Cells colored by class:
Scale bar: 100 um.
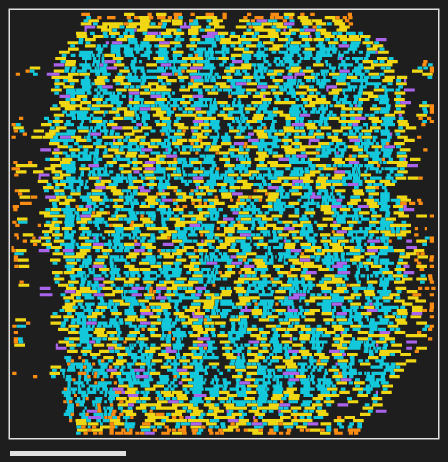
Routing congestion map:
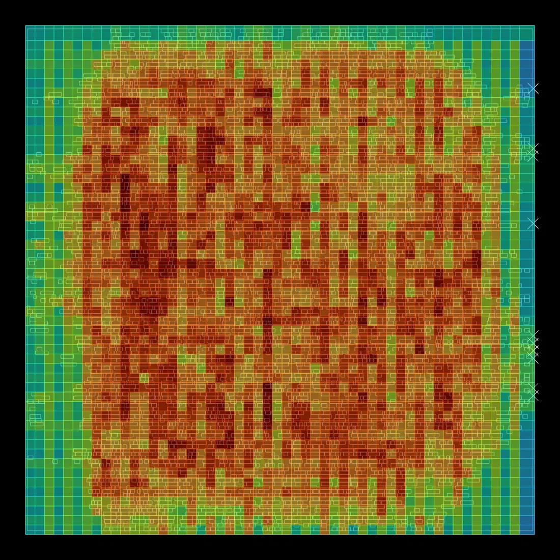
Wiring by layer:
Scale bar: 100 um. Two of the layers only.
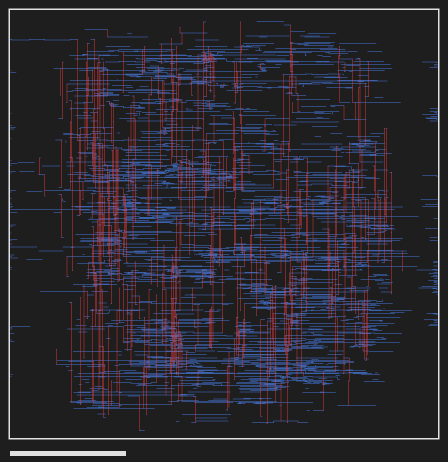
[src/rtl/alu_pkg.sv]
`default_nettype none
// ============================================================================
// Module  : alu_pkg
// Brief   : Shared op encodings, FSM states and flag bit positions.
// Rev     : 1.0
// ============================================================================
package alu_pkg;

    localparam logic [2:0] OP_NOP   = 3'd0;
    localparam logic [2:0] OP_ADD   = 3'd1;
    localparam logic [2:0] OP_SUB   = 3'd2;
    localparam logic [2:0] OP_AND   = 3'd3;
    localparam logic [2:0] OP_OR    = 3'd4;
    localparam logic [2:0] OP_XOR   = 3'd5;
    localparam logic [2:0] OP_CMP   = 3'd6;
    localparam logic [2:0] OP_SHIFT = 3'd7;

    localparam int FLAG_N = 3;
    localparam int FLAG_Z = 2;
    localparam int FLAG_C = 1;
    localparam int FLAG_V = 0;

    typedef enum logic [1:0] {
        ST_IDLE = 2'd0,
        ST_EXEC = 2'd1,
        ST_WB   = 2'd2
    } state_t;

endpackage
`default_nettype wire

[src/rtl/alu_issue_ctrl_regfile.sv]
`default_nettype none
// ============================================================================
// Module  : regfile
// Brief   : NREGS x WIDTH register file, two read ports plus debug, r0 = 0.
// Rev     : 1.0
// ============================================================================
module regfile #(
    parameter int WIDTH  = 32,
    parameter int NREGS  = 32,
    parameter int ADDR_W = 5
) (
    input  logic              clock,
    input  logic              reset,
    input  logic              we_i,
    input  logic [ADDR_W-1:0] waddr_i,
    input  logic [WIDTH-1:0]  wdata_i,
    input  logic [ADDR_W-1:0] raddrA_i,
    input  logic [ADDR_W-1:0] raddrB_i,
    input  logic [ADDR_W-1:0] raddrD_i,
    output logic [WIDTH-1:0]  rdataA_o,
    output logic [WIDTH-1:0]  rdataB_o,
    output logic [WIDTH-1:0]  rdataD_o
);

    logic [WIDTH-1:0] mem_q [NREGS];

    always_ff @(posedge clock or posedge reset) begin
        if (reset) begin
            for (int i = 0; i < NREGS; i++) begin
                mem_q[i] <= '0;
            end
        end else if (we_i && (waddr_i != '0)) begin
            mem_q[waddr_i] <= wdata_i;
        end
    end

    // Entry 0 is never written, but the read mux forces zero regardless.
    assign rdataA_o = (raddrA_i == '0) ? '0 : mem_q[raddrA_i];
    assign rdataB_o = (raddrB_i == '0) ? '0 : mem_q[raddrB_i];
    assign rdataD_o = (raddrD_i == '0) ? '0 : mem_q[raddrD_i];

endmodule
`default_nettype wire

[src/rtl/alu_issue_ctrl.sv]
`default_nettype none
// ============================================================================
// Module  : alu_issue_ctrl
// Brief   : Single-issue operand fetch / writeback controller around the ALU.
// Rev     : 1.0
// ============================================================================
module alu_issue_ctrl
    import alu_pkg::*;
#(
    parameter int WIDTH  = 32,
    parameter int NREGS  = 32,
    parameter int ADDR_W = 5
) (
    input  logic              clock,
    input  logic              reset,
    input  logic              instrValid,
    output logic              instrReady,
    input  logic [2:0]        instrOp,
    input  logic [ADDR_W-1:0] instrRd,
    input  logic [ADDR_W-1:0] instrRs,
    input  logic [ADDR_W-1:0] instrRt,
    input  logic              extWrEn,
    input  logic [ADDR_W-1:0] extWrAddr,
    input  logic [WIDTH-1:0]  extWrData,
    output logic [WIDTH-1:0]  busA,
    output logic [WIDTH-1:0]  busB,
    output logic [2:0]        control,
    input  logic [WIDTH-1:0]  aluDataOut,
    input  logic              aluZero,
    input  logic              aluOverflow,
    input  logic              aluCarryout,
    input  logic              aluNegative,
    output logic [3:0]        flags,
    output logic              done,
    input  logic [ADDR_W-1:0] dbgAddr,
    output logic [WIDTH-1:0]  dbgData
);

    state_t            state_q, state_d;
    logic [2:0]        op_q, op_d;
    logic [ADDR_W-1:0] rd_q, rd_d;
    logic [WIDTH-1:0]  result_q, result_d;
    logic [3:0]        shadow_q, shadow_d;
    logic [3:0]        flags_q, flags_d;
    logic [WIDTH-1:0]  busA_q, busA_d;
    logic [WIDTH-1:0]  busB_q, busB_d;
    logic [2:0]        control_q, control_d;

    logic              rf_we;
    logic [ADDR_W-1:0] rf_waddr;
    logic [WIDTH-1:0]  rf_wdata;
    logic [WIDTH-1:0]  rf_rdA, rf_rdB;

    regfile #(
        .WIDTH  (WIDTH),
        .NREGS  (NREGS),
        .ADDR_W (ADDR_W)
    ) u_regfile (
        .clock    (clock),
        .reset    (reset),
        .we_i     (rf_we),
        .waddr_i  (rf_waddr),
        .wdata_i  (rf_wdata),
        .raddrA_i (instrRs),
        .raddrB_i (instrRt),
        .raddrD_i (dbgAddr),
        .rdataA_o (rf_rdA),
        .rdataB_o (rf_rdB),
        .rdataD_o (dbgData)
    );

    always_comb begin
        state_d    = state_q;
        op_d       = op_q;
        rd_d       = rd_q;
        result_d   = result_q;
        shadow_d   = shadow_q;
        flags_d    = flags_q;
        busA_d     = '0;
        busB_d     = '0;
        control_d  = '0;
        rf_we      = 1'b0;
        rf_waddr   = extWrAddr;
        rf_wdata   = extWrData;
        done       = 1'b0;
        instrReady = 1'b0;

        case (state_q)
            ST_IDLE: begin
                instrReady = !extWrEn && !reset;
                // External load takes priority and blocks issue for this cycle.
                if (extWrEn) begin
                    rf_we = 1'b1;
                end else if (instrValid) begin
                    op_d      = instrOp;
                    rd_d      = instrRd;
                    busA_d    = rf_rdA;
                    busB_d    = rf_rdB;
                    control_d = instrOp;
                    state_d   = ST_EXEC;
                end
            end
            ST_EXEC: begin
                result_d         = aluDataOut;
                shadow_d[FLAG_N] = aluNegative;
                shadow_d[FLAG_Z] = aluZero;
                shadow_d[FLAG_C] = aluCarryout;
                shadow_d[FLAG_V] = aluOverflow;
                state_d          = ST_WB;
            end
            ST_WB: begin
                done = 1'b1;
                if (op_q != OP_NOP) begin
                    rf_we    = 1'b1;
                    rf_waddr = rd_q;
                    rf_wdata = result_q;
                    flags_d  = shadow_q;
                end
                state_d = ST_IDLE;
            end
            default: state_d = ST_IDLE;
        endcase
    end

    always_ff @(posedge clock or posedge reset) begin
        if (reset) begin
            state_q   <= ST_IDLE;
            op_q      <= '0;
            rd_q      <= '0;
            result_q  <= '0;
            shadow_q  <= '0;
            flags_q   <= '0;
            busA_q    <= '0;
            busB_q    <= '0;
            control_q <= '0;
        end else begin
            state_q   <= state_d;
            op_q      <= op_d;
            rd_q      <= rd_d;
            result_q  <= result_d;
            shadow_q  <= shadow_d;
            flags_q   <= flags_d;
            busA_q    <= busA_d;
            busB_q    <= busB_d;
            control_q <= control_d;
        end
    end

    assign busA    = busA_q;
    assign busB    = busB_q;
    assign control = control_q;
    assign flags   = flags_q;

endmodule
`default_nettype wire

[config.mk]
export PLATFORM = sky130hd
export DESIGN_NAME = alu_issue_ctrl
export DESIGN_NICKNAME = d
export VERILOG_FILES = /design/src/rtl/alu_pkg.sv /design/src/rtl/alu_issue_ctrl_regfile.sv /design/src/rtl/alu_issue_ctrl.sv
export SDC_FILE = /design/constraint.sdc
export NUM_CORES = 2
export LEC_CHECK = 0
export ABC_CLOCK_PERIOD_IN_PS = 49800
export CAP_MARGIN = 10
export CORE_MARGIN = 1
export CORE_UTILIZATION = 50
export CTS_CLUSTER_SIZE = 14
export DETAILED_ROUTE_END_ITERATION = 8
export MAX_ROUTING_LAYER = met4
export PLACE_DENSITY = 0.67
export SLEW_MARGIN = 0
export SYNTH_ARGS = -nofsm -noshare
export SYNTH_HDL_FRONTEND = slang
export SYNTH_SLANG_ARGS = --single-unit
[constraint.sdc]
create_clock -name clock -period 49.8 [get_ports clock]
set_clock_uncertainty 0.15 [all_clocks]
set_input_delay 12.45 -clock clock [delete_from_list [all_inputs] [get_ports clock]]
set_output_delay 12.45 -clock clock [all_outputs]
set_load 0.005 [all_outputs]
==> flow_summary.ini <==
; implementation run metrics
[finish]
drive_gt1_share_pct = 41.8
fillers = 10900
utilization_pct = 56.0
mostFrequentLayoutCells = 1161 x mux2_2, 1141 x dfrtp_1, 576 x mux2i_1
buffers = 327
clk_share_pct = 5.91
num_antenna_cells = 11
buf_share_pct = 4.00
flops = 1141
syn_to_final_growth_pct = 10.9
combGateArea_um2 = 36700

[worst_setup_path]
crit_required_ns = 37.20
path_max_fanout = 66
cp.arrival_ns = 16.95
cp-end-kind = output port

[status]
outcome = finished, violations left
violations = DRC

[placement]
pre_cts_ws_ns = 20.33

[job]
warnings = 33
cap_violations = 0

[floorplan]
die-area_um2 = 137000
die_h_um = 370

[synth]
synth_flop_count = 1141
top_area_cell = dfrtp_1
ff_type = dfrtp_1
synth_seq_share_pct = 42.2
edf_count = 0
ys_area_um2 = 67600
synth_cell_types = 43
yosys.area_share.xor_xnor_pct = 0
synth-simple-area-share_pct = 2.63

[clock_network]
tritoncts = done
hold_buffers = 0
post-cts-setup-buffers = 0
cts.sinks = 1141
clock_latency_ns = 0.78
clockBufferDepth = 3

[drt]
first_pass_iters = 9
drc = 20
wl_mm = 247

[timing]
hold_ws_ns = 0.266
rsz0062_at_grt = false
slew_viol_final = 0
fmax_ghz = 0.0338
setup_slack_ns = 20.25

[power_and_ir_drop]
pg_clk_mw = 1.01
clockPowerShare_pct = 29.2
switching_power_mw = 1.08
pg_comb_uw = 946
peakVddDrop_mv = 0.0271
seq_cell_power_mw = 1.51
total_power_mw = 3.46
p_seq_share_pct = 43.5
p_int_mw = 2.39

[grt]
antenna_found_initial = 13
grt_max_degree = 151
About 'cells colored by class':
yellow -> flops  # cells 1141, share of their area 39%
purple -> clock drivers and dummy loads  # cells 232, share of their area 6.1%
orange -> other buffers and delay cells  # cells 327, share of their area 4.1%
cyan -> combinational and other logic  # cells 3200, share of their area 51%
final instance area: 75000 um^2
sequential share of cell area: 38.1%
site row count: 134

About 'routing congestion map':
global-route track usage on met3: 9.67%
GRT busiest layer: met2
GRT Total Usage: 37.3%
M2 GR Usage: 53.4%

About 'wiring by layer':
blue -> metal 3  # wire length 29.1 mm
red -> metal 4  # wire length 14400 um
routed len/inst: 37.1 um
Vias: 49.3k

path summary, 6_finish.rpt:
check	from	slack [ns]	to
setup / recovery	dbgAddr[1]	20.25	dbgData[28]
hold reg to reg	u_regfile.mem_q[999]	0.27	u_regfile.mem_q[999]
max in group asynchronous	reset	33.83	u_regfile.mem_q[846]
min in group asynchronous	reset	12.03	op_q[2]
setup reg to reg	state_q[0]	45.98	u_regfile.mem_q[238]
hold / removal	u_regfile.mem_q[999]	0.27	u_regfile.mem_q[999]
critical path, cell delays in order:
cell and delay [ns]:
buf_8 0.51, buf_4 0.89, buf_4 0.83, mux4_2 0.36
a22oi_1 0.13, a311oi_1 0.91, clkdlybuf4s50_1 0.67
per-layer routing:
metal  vias up  share of wire, %  track usage [%]
met4         0               5.8             18.2
met5         -                 0                -
met2      3419                44             53.4
met1     25900                38             49.3
li1      19100                 -                -
met3       860                12             9.67
state kept, by name, summed over array words and instances, names as in the netlist:
signal and flops:
busA 32, busB 32, control 3, flags 4
op_q 3, rd_q 5, result_q 32, shadow_q 4
state_q 2, u_regfile.mem_q 1024
cell usage after synthesis, types with 2 or more instances:
cell       instances
nand4_1           95
mux2_2          1161
o21ai_1            4
nor2_1            10
o2111ai_1          8
a21oi_1           65
nand3b_1           2
nand2_1          146
a311oi_1          32
a211oi_1          96
a221oi_1          88
or3b_2             4
nor3b_1            6
and3b_1            6
clkbuf_2           3
inv_1              5
buf_1              9
clkbuf_1         307
buf_2            179
mux4_2           480
a22oi_1           96
o21ai_0           54
buf_4             82
and2_1             8
a21oi_2           30
nand2b_1           3
or3_1              3
nor3_1             2
and3_1             2
dfrtp_1         1141
nor2b_1           44
o211ai_1          31
o221ai_1         128
mux2i_1          576
mux2_1             7
